<file path="config.mk">
export PLATFORM = sky130hd
export DESIGN_NAME = l1_inval_unit_flat
export DESIGN_NICKNAME = d
export VERILOG_FILES = /design/src/rtl/l1_inval_unit_if.sv /design/src/rtl/l1_inval_unit.sv /design/src/flat_wrapper.sv
export SDC_FILE = /design/constraint.sdc
export NUM_CORES = 1
export LEC_CHECK = 0
export CAP_MARGIN = 10
export CORE_UTILIZATION = 35
export CTS_CLUSTER_DIAMETER = 40
export DETAILED_ROUTE_END_ITERATION = 6
export PLACE_DENSITY = 0.81
export SETUP_SLACK_MARGIN = 0.05
export SLEW_MARGIN = 20
export SYNTH_ARGS = -nofsm -noshare
export SYNTH_HDL_FRONTEND = slang
export SYNTH_SLANG_ARGS = --single-unit
</file>
<file path="constraint.sdc">
create_clock -name clk_i -period 2.51 [get_ports clk_i]
set_clock_uncertainty 0.1 [all_clocks]
set_input_delay 0.3765 -clock clk_i [delete_from_list [all_inputs] [get_ports clk_i]]
set_output_delay 0.3765 -clock clk_i [all_outputs]
set_load 0.02 [all_outputs]
</file>
<file path="src/rtl/l1_inval_unit_if.sv">
// Request and tag-RAM port bundle for l1_inval_unit.
// The master modport is the invalidation unit; the slave modport is the requester/tag-RAM side.
interface l1_inval_unit_if #(
   parameter int unsigned AddrWidth   = 32,
   parameter int unsigned L1LineWidth = 16,
   parameter int unsigned NumSets     = 256,
   parameter int unsigned NumWays     = 2
);
   localparam int unsigned OffW = $clog2(L1LineWidth);
   localparam int unsigned IdxW = $clog2(NumSets);
   localparam int unsigned TagW = AddrWidth - IdxW - OffW;

   // Handshakes: a request moves when inval_valid_i && inval_ready_o at a rising edge;
   // a tag access completes when tag_req_o && tag_gnt_i at a rising edge, and the
   // requester holds every tag_* output stable until then.
   logic [AddrWidth-1:0]          inval_addr_i;
   logic                          inval_valid_i;
   logic                          inval_ready_o;
   logic                          tag_req_o;
   logic                          tag_gnt_i;
   logic                          tag_we_o;
   logic [IdxW-1:0]               tag_idx_o;
   logic [NumWays-1:0]            tag_wmask_o;
   logic [NumWays*(TagW+1)-1:0]   tag_rdata_i;
   logic [31:0]                   inval_cnt_o;
   logic [31:0]                   hit_cnt_o;

   modport master (
      input  inval_addr_i, inval_valid_i, tag_gnt_i, tag_rdata_i,
      output inval_ready_o, tag_req_o, tag_we_o, tag_idx_o, tag_wmask_o,
             inval_cnt_o, hit_cnt_o
   );

   modport slave (
      output inval_addr_i, inval_valid_i, tag_gnt_i, tag_rdata_i,
      input  inval_ready_o, tag_req_o, tag_we_o, tag_idx_o, tag_wmask_o,
             inval_cnt_o, hit_cnt_o
   );
endinterface

</file>
<file path="src/rtl/l1_inval_unit.sv">
// L1 line invalidation: read the set, compare all ways, clear every matching way in one write.
// Optional statistics counters are built when L1_INVAL_STATS_EN is defined.
module l1_inval_unit #(
   parameter int unsigned AddrWidth   = 32,
   parameter int unsigned L1LineWidth = 16,
   parameter int unsigned NumSets     = 256,
   parameter int unsigned NumWays     = 2
) (
   input  logic                 clk_i,
   input  logic                 rst_ni,
   l1_inval_unit_if.master      bus,
   output logic [1:0]           dbg_state
);
   localparam int unsigned OffW = $clog2(L1LineWidth);
   localparam int unsigned IdxW = $clog2(NumSets);
   localparam int unsigned TagW = AddrWidth - IdxW - OffW;

   typedef enum logic [1:0] {
      Idle    = 2'd0,
      Read    = 2'd1,
      Compare = 2'd2,
      Clear   = 2'd3
   } state_e;

   state_e             state_q, state_d;
   logic [IdxW-1:0]    idx_q;
   logic [TagW-1:0]    tag_q;
   logic [NumWays-1:0] hit_q, hit_d;
   logic               handshake;
   logic               unused_offset;

   assign handshake     = bus.inval_valid_i && (state_q == Idle);
   assign unused_offset = ^bus.inval_addr_i[OffW-1:0];
   assign dbg_state     = state_q;
   assign bus.tag_idx_o = idx_q;

   // Read data is only meaningful in Compare, one cycle after the granted read.
   always_comb begin
      hit_d = '0;
      for (int w = 0; w < NumWays; w++) begin
         hit_d[w] = bus.tag_rdata_i[w*(TagW+1) + TagW] &&
                    (bus.tag_rdata_i[w*(TagW+1) +: TagW] == tag_q);
      end
   end

   always_comb begin
      state_d           = state_q;
      bus.inval_ready_o = 1'b0;
      bus.tag_req_o     = 1'b0;
      bus.tag_we_o      = 1'b0;
      bus.tag_wmask_o   = '0;
      case (state_q)
         Idle: begin
            bus.inval_ready_o = 1'b1;
            if (bus.inval_valid_i) state_d = Read;
         end
         Read: begin
            bus.tag_req_o = 1'b1;
            if (bus.tag_gnt_i) state_d = Compare;
         end
         Compare: begin
            state_d = (|hit_d) ? Clear : Idle;
         end
         Clear: begin
            bus.tag_req_o   = 1'b1;
            bus.tag_we_o    = 1'b1;
            bus.tag_wmask_o = hit_q;
            if (bus.tag_gnt_i) state_d = Idle;
         end
         default: state_d = Idle;
      endcase
   end

   always_ff @(posedge clk_i or negedge rst_ni) begin
      if (!rst_ni) begin
         state_q <= Idle;
         idx_q   <= '0;
         tag_q   <= '0;
         hit_q   <= '0;
      end else begin
         state_q <= state_d;
         if (handshake) begin
            idx_q <= bus.inval_addr_i[OffW +: IdxW];
            tag_q <= bus.inval_addr_i[AddrWidth-1 -: TagW];
         end
         if (state_q == Compare) hit_q <= hit_d;
      end
   end

`ifdef L1_INVAL_STATS_EN
   logic [31:0] inval_cnt_q, hit_cnt_q;

   // Both counters wrap naturally at 32 bits.
   always_ff @(posedge clk_i or negedge rst_ni) begin
      if (!rst_ni) begin
         inval_cnt_q <= '0;
         hit_cnt_q   <= '0;
      end else begin
         if (handshake) inval_cnt_q <= inval_cnt_q + 32'd1;
         if ((state_q == Clear) && bus.tag_gnt_i) hit_cnt_q <= hit_cnt_q + 32'd1;
      end
   end

   assign bus.inval_cnt_o = inval_cnt_q;
   assign bus.hit_cnt_o   = hit_cnt_q;
`else
   assign bus.inval_cnt_o = '0;
   assign bus.hit_cnt_o   = '0;
`endif
endmodule
</file>
<file path="src/flat_wrapper.sv">
// flat-port wrapper written by rule: the top's interface ports become plain ports
module l1_inval_unit_flat 
#(
   parameter int unsigned AddrWidth   = 32,
   parameter int unsigned L1LineWidth = 16,
   parameter int unsigned NumSets     = 256,
   parameter int unsigned NumWays     = 2
)
  (clk_i, rst_ni, dbg_state, bus_inval_addr_i, bus_inval_valid_i, bus_tag_gnt_i, bus_tag_rdata_i, bus_inval_ready_o, bus_tag_req_o, bus_tag_we_o, bus_tag_idx_o, bus_tag_wmask_o, bus_inval_cnt_o, bus_hit_cnt_o);
  l1_inval_unit_if #(.AddrWidth(AddrWidth), .L1LineWidth(L1LineWidth), .NumSets(NumSets), .NumWays(NumWays)) bus_i ();
  input  logic clk_i;
  input  logic rst_ni;
  output logic [1:0] dbg_state;
  input wire logic [$bits(bus_i.inval_addr_i)-1:0] bus_inval_addr_i;
  input wire logic [$bits(bus_i.inval_valid_i)-1:0] bus_inval_valid_i;
  input wire logic [$bits(bus_i.tag_gnt_i)-1:0] bus_tag_gnt_i;
  input wire logic [$bits(bus_i.tag_rdata_i)-1:0] bus_tag_rdata_i;
  output wire logic [$bits(bus_i.inval_ready_o)-1:0] bus_inval_ready_o;
  output wire logic [$bits(bus_i.tag_req_o)-1:0] bus_tag_req_o;
  output wire logic [$bits(bus_i.tag_we_o)-1:0] bus_tag_we_o;
  output wire logic [$bits(bus_i.tag_idx_o)-1:0] bus_tag_idx_o;
  output wire logic [$bits(bus_i.tag_wmask_o)-1:0] bus_tag_wmask_o;
  output wire logic [$bits(bus_i.inval_cnt_o)-1:0] bus_inval_cnt_o;
  output wire logic [$bits(bus_i.hit_cnt_o)-1:0] bus_hit_cnt_o;
  assign bus_i.inval_addr_i = bus_inval_addr_i;
  assign bus_i.inval_valid_i = bus_inval_valid_i;
  assign bus_i.tag_gnt_i = bus_tag_gnt_i;
  assign bus_i.tag_rdata_i = bus_tag_rdata_i;
  assign bus_inval_ready_o = bus_i.inval_ready_o;
  assign bus_tag_req_o = bus_i.tag_req_o;
  assign bus_tag_we_o = bus_i.tag_we_o;
  assign bus_tag_idx_o = bus_i.tag_idx_o;
  assign bus_tag_wmask_o = bus_i.tag_wmask_o;
  assign bus_inval_cnt_o = bus_i.inval_cnt_o;
  assign bus_hit_cnt_o = bus_i.hit_cnt_o;
  l1_inval_unit #(.AddrWidth(AddrWidth), .L1LineWidth(L1LineWidth), .NumSets(NumSets), .NumWays(NumWays)) u_core (.clk_i(clk_i), .rst_ni(rst_ni), .bus(bus_i), .dbg_state(dbg_state));
endmodule
</file>
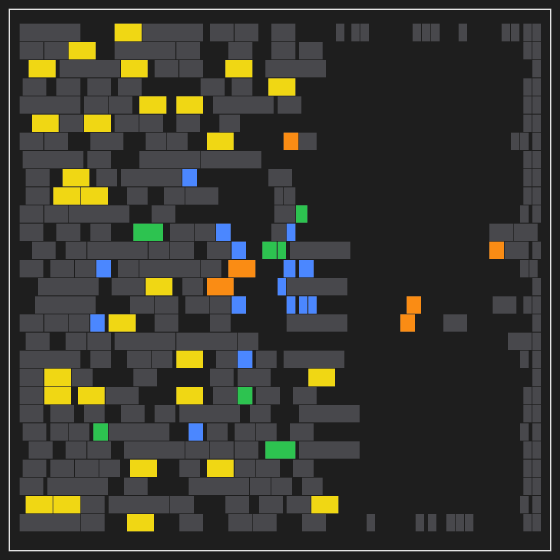
(images/logic_types.png)
Key: nand cells = blue [cells 15, most used nand4_1, where middle]; and/or cells = orange [cells 6]; mux cells = yellow [cells 28, most used mux2_2]; nor cells = green [cells 7]
Commonest Layout Cell: clkdlybuf4s50_1
Comb area share: 37.3%
post-route insts no fill: 366

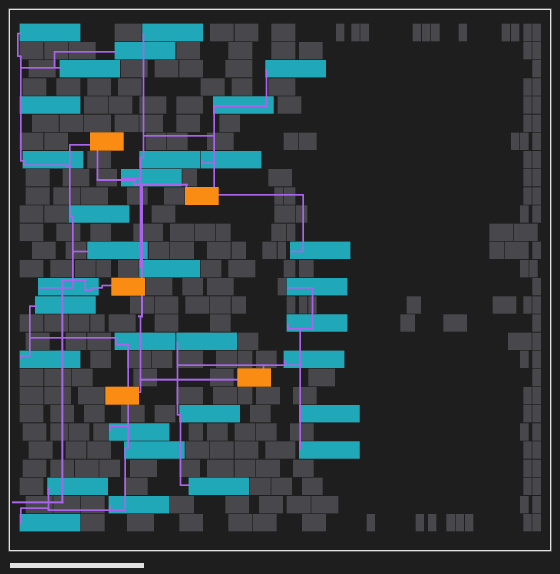
(images/clk_routes.png)
Scale bar: 20 µm.
Key: flip-flops = cyan [count 32]; clock wires = purple [length 462 µm]; clock drivers = orange [count 5]
There are 6 routed clock nets.
Clk power: 0.354 mW
clock share of power: 13.0%
clock latency at the later pin of the worst-skew pair: 0.28 ns

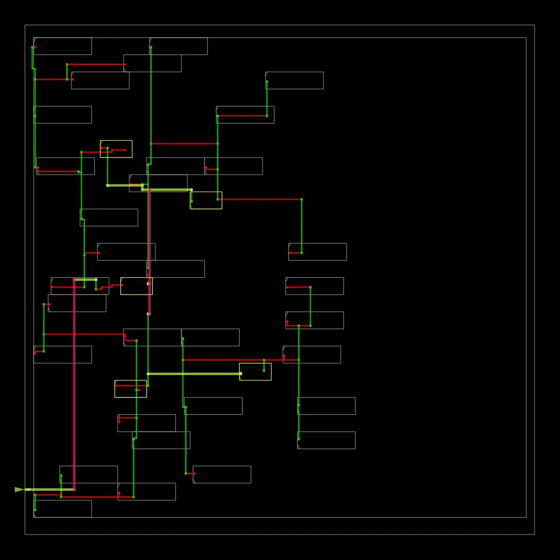
(images/clocks.png)
total CTS buffers: 5
Clock Buffer Count: 5

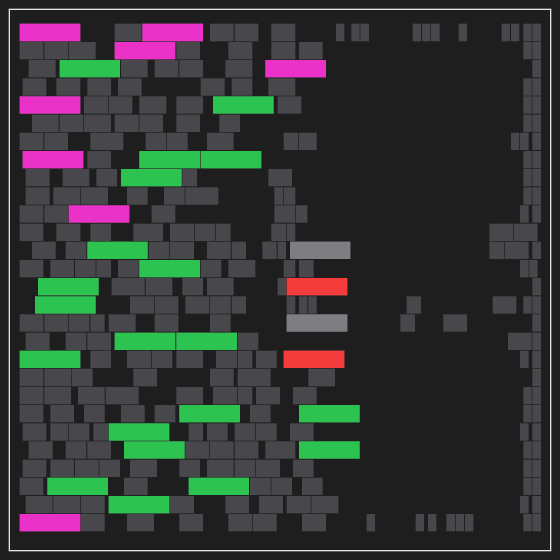
(images/flops_by_reg.png)
Other sequential cells in the stronger gray, the rest of the logic in the fainter gray.
Key: `u_core.hit_q` = red [placed flops 2]; `u_core.tag_q` = green [placed flops 20]; `u_core.bus.tag_idx_o` = magenta [placed flops 8]
Another 2 sequential cells are not colored.
Seq/total area: 27.0%
Sequential Power: 1.04 mW
Sequential cell area: 801 µm²
final core occ: 49.9%

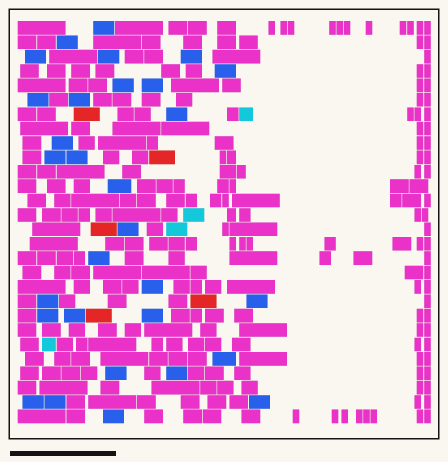
(images/sizes.png)
Scale bar: 20 µm.
Key: _6 and larger = red [cells 5]; _0 and _1 cells = magenta [cells 252]; _3 and _4 cells = cyan [cells 4]; _2 cells = blue [cells 30]
Non-CTS buffers: 90
design area: 0.00297 mm²
min setup slack post-route: 0.393 ns
Area growth syn-to-layout: 36.3%

[layout make-up]
cell class | count | area (µm²)
Tap cell | 75 | 93.8
Multi-Input combinational cell | 163 | 1110
Timing Repair Buffer | 90 | 896
Clock buffer | 5 | 68.8
Fill cell | 530 | 2990
Inverter | 1 | 3.75
Sequential cell | 32 | 801
[routing by layer]
layer,up-vias,GRT usage [%]
met5,-,0
met4,0,5.71
met3,7,6.74
met2,118,26.5
met1,710,16.4
li1,717,-
[power by group through the flow]
stage / combinational, mW / clock (mW) / sequential, mW
4_1_cts: 1.35 / 0.368 / 1.05
2_1_floorplan: 0.899 / 0 / 1.07
5_1_grt: 1.46 / 0.381 / 1.08
3_5_place_dp: 1.35 / 0 / 1.06
3_3_place_gp: 1.32 / 0 / 1.04
6_report: 1.34 / 0.354 / 1.04
==> results.py <==
# Physical implementation metrics
metrics = {
    "outcome": {
        "status": "finished, final reports clean",
    },
    "job": {
        "timing.max_cap.violations": 0,
    },
    "placement": {
        "place.gp.congestion": 0.766,
        "dpl.cell_count": 361,
    },
    "route": {
        "drc_errors": 0,
        "met2WireLength_um": 2360,
        "wirelength_um": 4650,
        "viasPerCell": 4.24,
        "highest_layer": "met4",
    },
    "synth": {
        "topCellsByArea": "dfrtp_1 37%, buf_4 22%, mux2_2 14%, xnor2_1 9.6%, xor2_1 6.8%",
        "yosys_warnings": 0,
        "synth-xor-area-share_pct": 16.5,
        "synthArstFlopShare_pct": 100,
        "synthSimpleGateAreaFrac_pct": 8.27,
        "aoi_share_pct": 0.517,
        "ys_sh_mux_pct": 14.5,
    },
    "power": {
        "p_sw_share_pct": 37.7,
        "power_density_mw_per_mm2": 921,
        "comb_power_share_pct": 48.9,
        "p_switching_mw": 1.03,
    },
    "sta": {
        "rsz0062_at_grt": "no",
        "finalCritPeriodShare_pct": 84.3,
        "setup_viol": 0,
    },
    "floorplanning": {
        "die_h_um": 80.9,
        "die_width_um": 80.9,
        "fp-row-count": 28,
    },
    "layout": {
        "drive_gt1_share_pct": 13.4,
        "largest_reg_flops": 20,
        "top_register": "u_core.tag_q",
        "lay_top_cells": "88 x clkdlybuf4s50_1, 64 x conb_1, 32 x dfrtp_1",
        "fin_nets": 371,
    },
    "cts": {
        "clockBufferDepth": 2,
        "postCtsSetupRepairBufs": 0,
        "hold_buffers": 0,
    },
    "worst_setup_path": {
        "crit_type": "reg2out",
        "path_buffers": 1,
        "worst_setup_path_end_kind": "primary output",
        "worst_setup_path_start_kind": "flip-flop",
        "reg2reg_from": "u_core.tag_q[1]$_DFFE_PN0P_",
        "slowest_delay_ns": 0.65,
        "timing.rr.end": "u_core.dbg_state[0]$_DFFE_PN0P_",
    },
    "grt": {
        "overflow": 0,
        "antenna_found_initial": 0,
        "grt_pass1_wl_um": 7500,
    },
}
Power is estimated from default activity; no workload was simulated.
